File: config.mk
export PLATFORM = sky130hd
export DESIGN_NAME = mem_port_arbiter
export DESIGN_NICKNAME = d
export VERILOG_FILES = /design/src/rtl/mem_port_arbiter.sv
export SDC_FILE = /design/constraint.sdc
export NUM_CORES = 1
export LEC_CHECK = 0
export ABC_AREA = 0
export CORE_ASPECT_RATIO = 0.7
export CORE_MARGIN = 5
export CORE_UTILIZATION = 41
export DETAILED_ROUTE_END_ITERATION = 6
export HOLD_SLACK_MARGIN = 0.02
export MAX_ROUTING_LAYER = met4
export PLACE_DENSITY = 0.79
export REMOVE_ABC_BUFFERS = 1
export SYNTH_ARGS = -nofsm -noshare
export SYNTH_HDL_FRONTEND = slang
export SYNTH_SLANG_ARGS = --single-unit
export TNS_END_PERCENT = 20
File: constraint.sdc
create_clock -name clk -period 1.7 [get_ports clk]
set_input_delay 0.17 -clock clk [delete_from_list [all_inputs] [get_ports clk]]
set_output_delay 0.17 -clock clk [all_outputs]
set_load 0.05 [all_outputs]
File: src/rtl/mem_port_arbiter.sv
// -----------------------------------------------------------------------------
// mem_port_arbiter
//
// Shares a single memory request/response port between an instruction-fetch
// requester (read only) and a load/store requester. Only one transaction is
// in flight at a time. Grants alternate round-robin when both sides request.
// A fetch redirect (if_flush) suppresses delivery of the outstanding fetch
// response, but the memory handshake is still completed.
//
// Ports
//   clk, rst                    clock, synchronous active-low reset
//   if_req_valid/ready/addr     fetch request handshake and address
//   if_flush                    fetch redirect, drops an outstanding fetch response
//   ls_req_valid/ready          load/store request handshake
//   ls_req_addr/we/wdata/wstrb  load/store request payload
//   mem_req_valid/ready         shared memory request handshake
//   mem_req_addr/we/wdata/wstrb memory request payload (registered)
//   mem_resp_valid/data         memory response, one per accepted request
//   if_resp_valid/data          fetch response (one-cycle pulse, data held)
//   ls_resp_valid/data          load data or write acknowledge (pulse, data held)
//   busy                        high while a transaction is in progress
// -----------------------------------------------------------------------------
module mem_port_arbiter #(
    parameter type T = logic [31:0]
) (
    input  logic       clk,
    input  logic       rst,
    input  logic       if_req_valid,
    output logic       if_req_ready,
    input  T           if_req_addr,
    input  logic       if_flush,
    input  logic       ls_req_valid,
    output logic       ls_req_ready,
    input  T           ls_req_addr,
    input  logic       ls_req_we,
    input  T           ls_req_wdata,
    input  logic [3:0] ls_req_wstrb,
    output logic       mem_req_valid,
    input  logic       mem_req_ready,
    output T           mem_req_addr,
    output logic       mem_req_we,
    output T           mem_req_wdata,
    output logic [3:0] mem_req_wstrb,
    input  logic       mem_resp_valid,
    input  T           mem_resp_data,
    output logic       if_resp_valid,
    output T           if_resp_data,
    output logic       ls_resp_valid,
    output T           ls_resp_data,
    output logic       busy
);

    localparam T WORD_ZERO = T'(32'd0);

    typedef enum logic [1:0] {
        ST_IDLE = 2'd0,
        ST_REQ  = 2'd1,
        ST_WAIT = 2'd2
    } state_e;

    state_e     state_q,    state_d;
    logic       owner_ls_q, owner_ls_d;   // 1: current transaction belongs to load/store
    logic       last_ls_q,  last_ls_d;    // 1: load/store received the most recent grant
    logic       drop_q,     drop_d;       // fetch response must be swallowed
    T           addr_q,     addr_d;
    logic       we_q,       we_d;
    T           wdata_q,    wdata_d;
    logic [3:0] wstrb_q,    wstrb_d;
    logic       if_rv_q,    if_rv_d;
    logic       ls_rv_q,    ls_rv_d;
    T           if_rd_q,    if_rd_d;
    T           ls_rd_q,    ls_rd_d;

    logic       grant_ls_s;
    logic       flush_hit_s;

    // Next-state, grant and response-routing logic
    always_comb begin
        state_d      = state_q;
        owner_ls_d   = owner_ls_q;
        last_ls_d    = last_ls_q;
        drop_d       = drop_q;
        addr_d       = addr_q;
        we_d         = we_q;
        wdata_d      = wdata_q;
        wstrb_d      = wstrb_q;
        if_rv_d      = 1'b0;
        ls_rv_d      = 1'b0;
        if_rd_d      = if_rd_q;
        ls_rd_d      = ls_rd_q;
        if_req_ready = 1'b0;
        ls_req_ready = 1'b0;

        // Load/store wins when it is alone, or when both request and fetch
        // was not the loser of the previous contest (i.e. fetch went last).
        grant_ls_s  = ls_req_valid && (!if_req_valid || !last_ls_q);
        flush_hit_s = if_flush && !owner_ls_q;

        case (state_q)
            ST_IDLE: begin
                drop_d = 1'b0;
                // No grant is issued during a reset cycle; it would be discarded.
                if (rst && (if_req_valid || ls_req_valid)) begin
                    state_d    = ST_REQ;
                    owner_ls_d = grant_ls_s;
                    last_ls_d  = grant_ls_s;
                    if (grant_ls_s) begin
                        ls_req_ready = 1'b1;
                        addr_d       = ls_req_addr;
                        we_d         = ls_req_we;
                        wdata_d      = ls_req_wdata;
                        wstrb_d      = ls_req_wstrb;
                    end else begin
                        if_req_ready = 1'b1;
                        addr_d       = if_req_addr;
                        we_d         = 1'b0;
                        wdata_d      = WORD_ZERO;
                        wstrb_d      = 4'b0000;
                    end
                end else begin
                    state_d = ST_IDLE;
                end
            end

            ST_REQ: begin
                if (flush_hit_s) begin
                    drop_d = 1'b1;
                end else begin
                    drop_d = drop_q;
                end
                if (mem_req_ready) begin
                    state_d = ST_WAIT;
                end else begin
                    state_d = ST_REQ;
                end
            end

            ST_WAIT: begin
                if (mem_resp_valid) begin
                    state_d = ST_IDLE;
                    drop_d  = 1'b0;
                    if (owner_ls_q) begin
                        ls_rv_d = 1'b1;
                        ls_rd_d = mem_resp_data;
                    end else if (!(drop_q || if_flush)) begin
                        // A flush arriving with the response still cancels it.
                        if_rv_d = 1'b1;
                        if_rd_d = mem_resp_data;
                    end else begin
                        if_rv_d = 1'b0;
                    end
                end else begin
                    state_d = ST_WAIT;
                    if (flush_hit_s) begin
                        drop_d = 1'b1;
                    end else begin
                        drop_d = drop_q;
                    end
                end
            end

            default: begin
                state_d = ST_IDLE;
            end
        endcase
    end

    // State and payload registers with synchronous active-low reset
    always_ff @(posedge clk) begin
        if (!rst) begin
            state_q    <= ST_IDLE;
            owner_ls_q <= 1'b0;
            last_ls_q  <= 1'b1;   // fetch wins the first contest after reset
            drop_q     <= 1'b0;
            addr_q     <= WORD_ZERO;
            we_q       <= 1'b0;
            wdata_q    <= WORD_ZERO;
            wstrb_q    <= 4'b0000;
            if_rv_q    <= 1'b0;
            ls_rv_q    <= 1'b0;
            if_rd_q    <= WORD_ZERO;
            ls_rd_q    <= WORD_ZERO;
        end else begin
            state_q    <= state_d;
            owner_ls_q <= owner_ls_d;
            last_ls_q  <= last_ls_d;
            drop_q     <= drop_d;
            addr_q     <= addr_d;
            we_q       <= we_d;
            wdata_q    <= wdata_d;
            wstrb_q    <= wstrb_d;
            if_rv_q    <= if_rv_d;
            ls_rv_q    <= ls_rv_d;
            if_rd_q    <= if_rd_d;
            ls_rd_q    <= ls_rd_d;
        end
    end

    assign mem_req_valid = (state_q == ST_REQ);
    assign mem_req_addr  = addr_q;
    assign mem_req_we    = we_q;
    assign mem_req_wdata = wdata_q;
    assign mem_req_wstrb = wstrb_q;
    assign if_resp_valid = if_rv_q;
    assign if_resp_data  = if_rd_q;
    assign ls_resp_valid = ls_rv_q;
    assign ls_resp_data  = ls_rd_q;
    assign busy          = (state_q != ST_IDLE);

endmodule

==> flow_metrics.env, run 1 <==
# yosys + openroad results
export IMPL_adder_share_pct=0.8692
export IMPL_ys_sh_xor_pct=0
export IMPL_swShare_pct=27.39
export IMPL_area_leaders="dfxtp_1 49%, a21boi_1 12%, a32oi_1 10%"
export IMPL_status="finished clean"
export IMPL_clockBufferDepth=2
export IMPL_grt_pass1_wl_um=29610
export IMPL_pre_cts_slack_ps=-33.14
export IMPL_period_used_pct=96.96
export IMPL_worst_path_buf_inv=3
export IMPL_root_buffer="clkbuf_16"
export IMPL_start_kind="primary input"
export IMPL_common_cells="140 x dfxtp_1, 92 x a21boi_1, 69 x a32oi_1"
export IMPL_io_pins=279
export IMPL_compound_area_share_pct=26.86
export IMPL_largestClassByArea="buffers"
export IMPL_synth_flops=140
export IMPL_drc=0
export IMPL_bufAreaShareNonClock_pct=32.17
export IMPL_ant_nets=0
export IMPL_drt_iter0_markers=389
export IMPL_dpl_cell_count=1027
export IMPL_drive_above_1_share_pct=11.47
export IMPL_finalCriticalPeriod_ps=1648
export IMPL_worstPathArrival_ps=1480
export IMPL_crit_cells=5
export IMPL_power_switching_mw=2.318
export IMPL_power_mw=8.464
export IMPL_logic_family="AND-OR/OR-AND gates"
export IMPL_seq_share_pct=30.43
export IMPL_cp_cell_sequence="clkdlybuf4s50_1 > a21boi_4 > buf_12 > and2_4 > buf_12"
export IMPL_antennaDiodeCount=0
export IMPL_fin_cells=1062
export IMPL_clk_share_pct=6.149
export IMPL_cts_tree="done"
export IMPL_reg2reg_depth=7
export IMPL_logic_area_um2=2628
export IMPL_avgSynthCellArea_um2=9.549
export IMPL_synthCells=603
export IMPL_pg_comb_mw=1.48
export IMPL_power_frac_clock_pct=41.8
export IMPL_drv_cap=0
export IMPL_seqCellArea_um2=2805
export IMPL_dr_wl_met2_um=9466
export IMPL_post_cts_buffers=0
export IMPL_fin_area_um2=9218
export IMPL_antenna_found_initial=0
export IMPL_initial_utilization_pct=41.64
export IMPL_tightest_slew_ps=543.8
export IMPL_clkTransAtPathRegs_ps=60
run_1/layers.png
Only two layers are drawn.
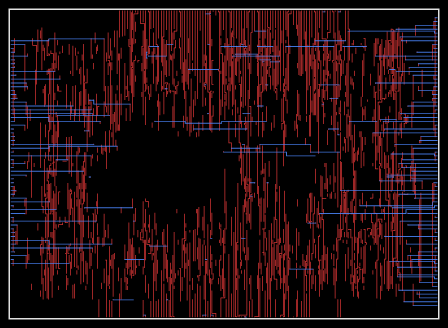
layer	color	wire length
M2	red	9,470 um
M3	blue	1,720 um
drt wl/cell: 18.42 um
GRT Total Usage: 23.04%
overall routed net length: 19,560 um
vias post-DR: 5,722

run_1/route_heat.png
30 x 22 tiles, from dark purple (low) to yellow (high), scaled to the fullest tile. Values are wire area over tile area, all layers added.
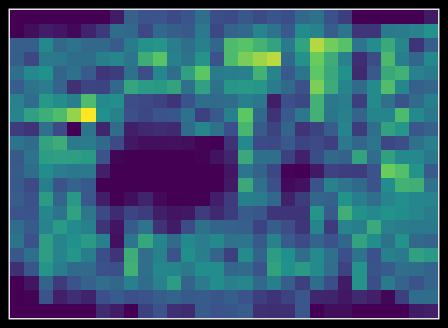
nearly empty tiles	9.4%
emptiest ninth of the die	center
mean over tiles	0.20
fullest tile	0.61
tiles over half the peak	15%

run_1/util_map.png
Bar = 50 um. 15 x 11 tiles, from dark purple (low) to yellow (high), 0 to 100% covered.
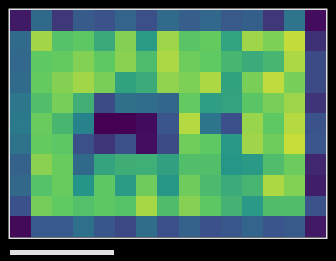
nearly empty tiles	1.2%
tiles over 75% full	32%
mean over tiles	54%
fullest tile	92%
Core Util, Final: 66.66%
Placeable Area: 13,830 um2

--- run 2 (diff from run 1) ---
--- a/config.mk
+++ b/config.mk
@@ -6,6 +6,7 @@
 export NUM_CORES = 1
 export LEC_CHECK = 0
 export ABC_AREA = 0
+export CAP_MARGIN = 25
 export CORE_ASPECT_RATIO = 0.7
 export CORE_MARGIN = 5
 export CORE_UTILIZATION = 41
@@ -14,6 +15,7 @@
 export MAX_ROUTING_LAYER = met4
 export PLACE_DENSITY = 0.79
 export REMOVE_ABC_BUFFERS = 1
+export SLEW_MARGIN = 20
 export SYNTH_ARGS = -nofsm -noshare
 export SYNTH_HDL_FRONTEND = slang
 export SYNTH_SLANG_ARGS = --single-unit
run_2/route_heat.png
30 x 22 tiles, from dark purple (low) to yellow (high), scaled to the fullest tile. Values are wire area over tile area, all layers added.
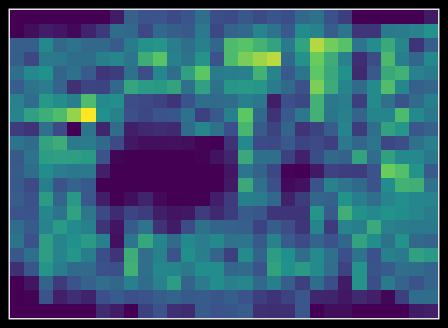
mean over tiles	0.20
fullest tile	0.61
tiles over half the peak	15%
nearly empty tiles	9.4%
emptiest ninth of the die	center

run_2/clock_nets.png
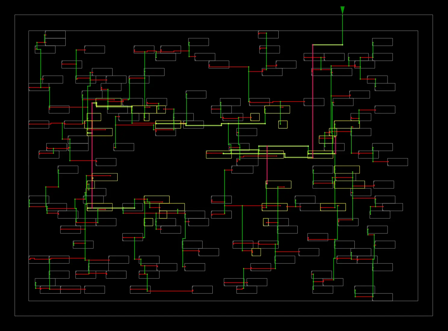
Clock Sinks: 140
Num CTS Buffers: 17
clk_skew: 14.25 ps

==> run 2 against run 1 <==
Compared with the run above:
- combinational power barely moved
- clock power about the same
- register-to-register slack about the same
==> flow_metrics.env, run 2 <==
# yosys + openroad results
export IMPL_final_nets=1004
export IMPL_clk_share_pct=6.149
export IMPL_compound_area_share_pct=26.86
export IMPL_power_mw=8.464
export IMPL_dr_wl_met2_um=9466
export IMPL_drt_iter0_markers=389
export IMPL_tightest_slew_ps=543.8
export IMPL_drive_above_1_share_pct=11.47
export IMPL_fin_area_um2=9218
export IMPL_ys_sh_xor_pct=0
export IMPL_io_pins=279
export IMPL_fin_cells=1062
export IMPL_finalCriticalPeriod_ps=1648
export IMPL_adder_share_pct=0.8692
export IMPL_worst_hold_slack_ps=319.5
export IMPL_grt_pass1_wl_um=29610
export IMPL_seq_share_pct=30.43
export IMPL_hold_path_depth=3
export IMPL_reg2reg_depth=7
export IMPL_drc=0
export IMPL_drv_cap=0
export IMPL_antennaDiodeCount=0
export IMPL_chip_area_um2=16550
export IMPL_area_leaders="dfxtp_1 49%, a21boi_1 12%, a32oi_1 10%"
export IMPL_logic_family="AND-OR/OR-AND gates"
export IMPL_finish_utilization_pct=66.66
export IMPL_antenna_found_initial=0
export IMPL_period_used_pct=96.96
export IMPL_crit_cells=5
export IMPL_status="finished clean"
export IMPL_largestClassByArea="buffers"
export IMPL_logic_area_um2=2628
export IMPL_synth_flops=140
export IMPL_cts_tree="done"
export IMPL_pre_cts_slack_ps=-33.14
export IMPL_bufAreaShareNonClock_pct=32.17
export IMPL_dpl_cell_count=1027
export IMPL_post_cts_buffers=0
export IMPL_endpoint_kind="primary output"
export IMPL_synthCells=603
export IMPL_clockBufferDepth=2
export IMPL_cp_cell_sequence="clkdlybuf4s50_1 > a21boi_4 > buf_12 > and2_4 > buf_12"
export IMPL_root_buffer="clkbuf_16"
export IMPL_start_kind="primary input"
export IMPL_finalWirelength_um=19560
export IMPL_swShare_pct=27.39
export IMPL_seqCellArea_um2=2805
export IMPL_pg_comb_mw=1.48
export IMPL_power_frac_clock_pct=41.8
export IMPL_ant_nets=0
export IMPL_power_switching_mw=2.318
export IMPL_vias=5722
export IMPL_avgSynthCellArea_um2=9.549
export IMPL_worstPathArrival_ps=1480
run_2/util_map.png
Bar = 50 um. 15 x 11 tiles, from dark purple (low) to yellow (high), 0 to 100% covered.
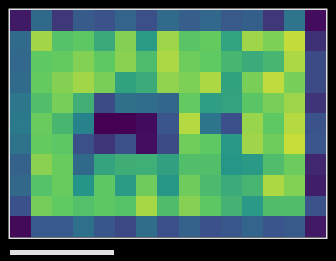
mean over tiles	54%
nearly empty tiles	1.2%
tiles over 75% full	32%
fullest tile	92%
floorplan core density: 41.64%

Power and IR drop assume default switching activity.
